==> config.mk <==
export PLATFORM = sky130hd
export DESIGN_NAME = bus_ctrl_sequencer
export DESIGN_NICKNAME = d
export VERILOG_FILES = /design/src/rtl/bus_pkg.sv /design/src/rtl/bus_seq_timer.sv /design/src/rtl/bus_ctrl_sequencer.sv
export SDC_FILE = /design/constraint.sdc
export NUM_CORES = 1
export LEC_CHECK = 0
export ABC_AREA = 1
export CAP_MARGIN = 20
export CELL_PAD_IN_SITES_DETAIL_PLACEMENT = 1
export CELL_PAD_IN_SITES_GLOBAL_PLACEMENT = 1
export CORE_MARGIN = 4
export CORE_UTILIZATION = 38
export CTS_CLUSTER_DIAMETER = 150
export DETAILED_ROUTE_END_ITERATION = 10
export MAX_ROUTING_LAYER = met4
export PLACE_DENSITY_LB_ADDON = 0.1
export SLEW_MARGIN = 40
export SYNTH_ARGS = -nofsm -noshare
export SYNTH_HDL_FRONTEND = slang
export SYNTH_HIERARCHICAL = 1
export SYNTH_SLANG_ARGS = --single-unit
export TNS_END_PERCENT = 100
==> constraint.sdc <==
create_clock -name clk -period 4.25 [get_ports clk]
set_clock_uncertainty 0.2 [all_clocks]
set_input_delay 0.6375 -clock clk [delete_from_list [all_inputs] [get_ports clk]]
set_output_delay 0.6375 -clock clk [all_outputs]
set_load 0.05 [all_outputs]
I/O pins on the die edge:
(6 px per um) Pins as bars across the die edge, other pins in gray.
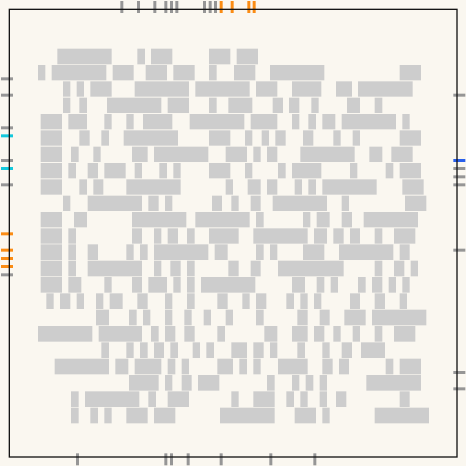
Key: `req_src` = cyan [pins 2, direction input, edge west]; `req_len` = orange [pins 8, direction input, edge 4 west, 4 north]; `busy` = blue [pins 1, direction output, edge east]
width of the die: 74.4 um
Port Buf Inserts: 37
height of the die: 74.4 um

Cells by drive strength:
(6 px per um)
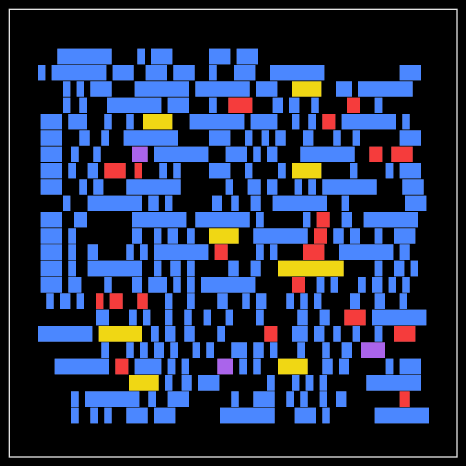
Key: _0 and _1 cells = blue [cells 232, share 88%]; _3 and _4 cells = purple [cells 3, share 1.1%]; _6 and larger = yellow [cells 8, share 3.0%]; _2 cells = red [cells 20, share 7.6%]
synth-to-layout area growth: 32.6%
post-route cell area: 2220 um2
worst-case setup margin in the final layout: 0.574 ns
non-clock buffer count: 39

==> git commit body <==
Update PnR metrics after Yosys + OpenROAD run

- The run finished with clean final reports.
* Initial DRC Count: 50
* Final hold violations: 0
* Wire length on met2: 1950 um
- Library cell appearing most often on the critical path: sky130_fd_sc_hd__nand2_1
* Routability-driven placement congestion ratio: 0.753
- The biggest area contributor in the post-synthesis netlist is sky130_fd_sc_hd__dfrtp_1.
* Drt total wl: 4010 um
* Mean number of vias per cell: 4.83
- In this run, synthesis inferred 0 flip-flops with an integrated enable.
- CTS clk-pin slew, worst paths: 0.07 ns
- Slew at the pin closest to its max-slew limit: 0.515 ns
- Portion of total power attributed to the clock network: 0.218
- Share of flip-flops with an asynchronous set or reset: 1.00
* Max Clock Freq: 272 MHz
* Proportion of cell area occupied by registers: 0.349
- Among all flip-flop cells after synthesis, the most frequent one is sky130_fd_sc_hd__dfrtp_1.
- Each instance of the synthesized netlist takes up on average 7.68 um2.
- The worst setup path is launched from a flop.
- Counting cells, the worst reg-to-reg path comes to 10.
* Synthesized cell area: 1670 um2
- Most common cell after layout, fill and taps aside: sky130_fd_sc_hd__nand2_1
- Worst Path Class, Setup: reg2out
- The routed wirelength on the met1 layer is recorded as 1810 um.
* Maximum count of clock buffers along a single path: 2
* Biggest fanout along the worst timing path: 7
- H-tree depth: 2
- Final clock period utilization by the worst path: 0.865
* Buffers & Inverters on Critical Path: 2
- Cell class with the largest area share: registers
- Comb pwr share: 0.452
- # DRC: 0
- Sequential share of the synthesized area: 0.463
- The clock reaches the later pin of the worst-skew pair after 0.29 ns.
* Via count of the first global-routing pass: 1560
* List of cells traversed by the critical path: ha_1 > nand2_1 > clkinv_1 > nand3_1 > nand2_1 > nand2_1 > nand3_1 > nor2_2 > nand3_2 > nor3_1 > clkdlybuf4s50_1
- The worst register-to-register path has a setup slack of 2.25 ns.
- The power report attributes to the sequential group a share of 0.330.
- Family with the most delay on the worst path: buffers and inverters
- The count of cells in the finished layout, fillers not included, comes to 313.
- Number of placement rows: 23
- Counting the clock-network buffers in the layout gives 6.
- Fraction of final layout cells with drive strength greater than 1: 0.118
* Cell area power density: 640 nW/um2
- Total global routing overflow: 0
* Data required time at the worst endpoint: 3.41 ns
* Fill cell total of the finished layout: 516
- The script extracted a total leakage power of 1.13 nW.
- Per the layout report, the design carries 46 non-clock inverters.
- Hold repair after CTS inserted 0 buffers.
- Number of distinct library cell variants in the gate-level netlist after synthesis: 26
- Summing over the stages, the warning tally comes to 26.
* Seq. cell area: 776 um2
- Cells taking the most area after synthesis: sky130_fd_sc_hd__dfrtp_1 46%, sky130_fd_sc_hd__nand2_1 10%, sky130_fd_sc_hd__inv_1 9.6%
- Ranked by instance count, the synthesized netlist is headed by 45 x sky130_fd_sc_hd__nand2_1, 43 x sky130_fd_sc_hd__inv_1, 31 x sky130_fd_sc_hd__dfrtp_1, 22 x sky130_fd_sc_hd__nand3_1, 21 x sky130_fd_sc_hd__nor2_1.
* Total cells reported by yosys after synthesis: 218
* Layout Nets: 282
- Synth top area share: 0.463
- The highest supply drop recorded on VDD is 0.000322 V.
- Number of max-cap violations: 0
* Worst min-delay path category: in2async
* Top-level port count: 40
- Final Total Pwr: 1.42 mW
* Met3 Routed Length: 196 um
* Most repeated cell in the gate-level netlist after synthesis: sky130_fd_sc_hd__nand2_1
- Walking the critical path from launch to capture passes 11 cell instances.
- Switching share of total power: 0.438
- GRT Total Usage: 0.172
- Syn Inst Count: 218
- On the critical path, the stage with the largest delay is an instance of sky130_fd_sc_hd__clkdlybuf4s50_1.
* # clock sinks: 31
* Clock tree from TritonCTS: built
- The number of antenna violations at the first check in global routing came to 0.
* Via Count: 1512
- The floorplan report lists the tap cell count as 50.
* Chip area: 5530 um2
- In the floorplan report the effective utilization is 0.407.
- Per the finish-stage timing summary, setup violations number 0.
* Standard cell area after detailed placement: 2100 um2
* Worst slew slack as a fraction of its limit: 0.656
* Ant. Diodes: 0
- Final Util: 0.539
* Final worst path period need: 3.68 ns
- Post-Place Cells: 305
* Setup TNS: 0 ns
- In this run, CTS created clock tree buffers numbering 5.
- The HPWL after detailed placement is 3190 um.
- Of all the cell area in the finished design, non-clock buffers hold 0.171.
- The detailed router used layers up to and including met4.
- Yosys printed 6 warnings.
- Post-CTS timing repair inserted 0 buffers for setup.
* Critical Path AT: 2.84 ns
* Post_cts resized: 0
power by group through the flow:
stage	combinational, mW	clock [mW]	sequential [mW]
after floorplan	0.341	0	0.586
after global routing	0.721	0.330	0.485
after global placement	0.636	0	0.473
final	0.642	0.309	0.469
after detailed placement	0.650	0	0.475
after CTS	0.654	0.317	0.471
logic make-up (layout without fill, tap and decap cells):
kind of cell,after synthesis,after routing,share of synthesized area
buffers and inverters,49,93,0.114
multiplexers,1,1,0.00673
XOR/XNOR,2,2,0.0105
AND/OR/NAND/NOR,110,110,0.317
AND-OR/OR-AND,22,22,0.0710
other,1,2,0.00224
adder cells (fa/ha/maj),2,2,0.0149
flip-flops,31,31,0.463
per-layer routing:
metal,vias to the layer above,track usage
li1,755,-
met1,722,0.204
met2,27,0.284
met3,8,0.0446
met4,0,0.0593
met5,-,-
Power and IR drop assume default switching activity.
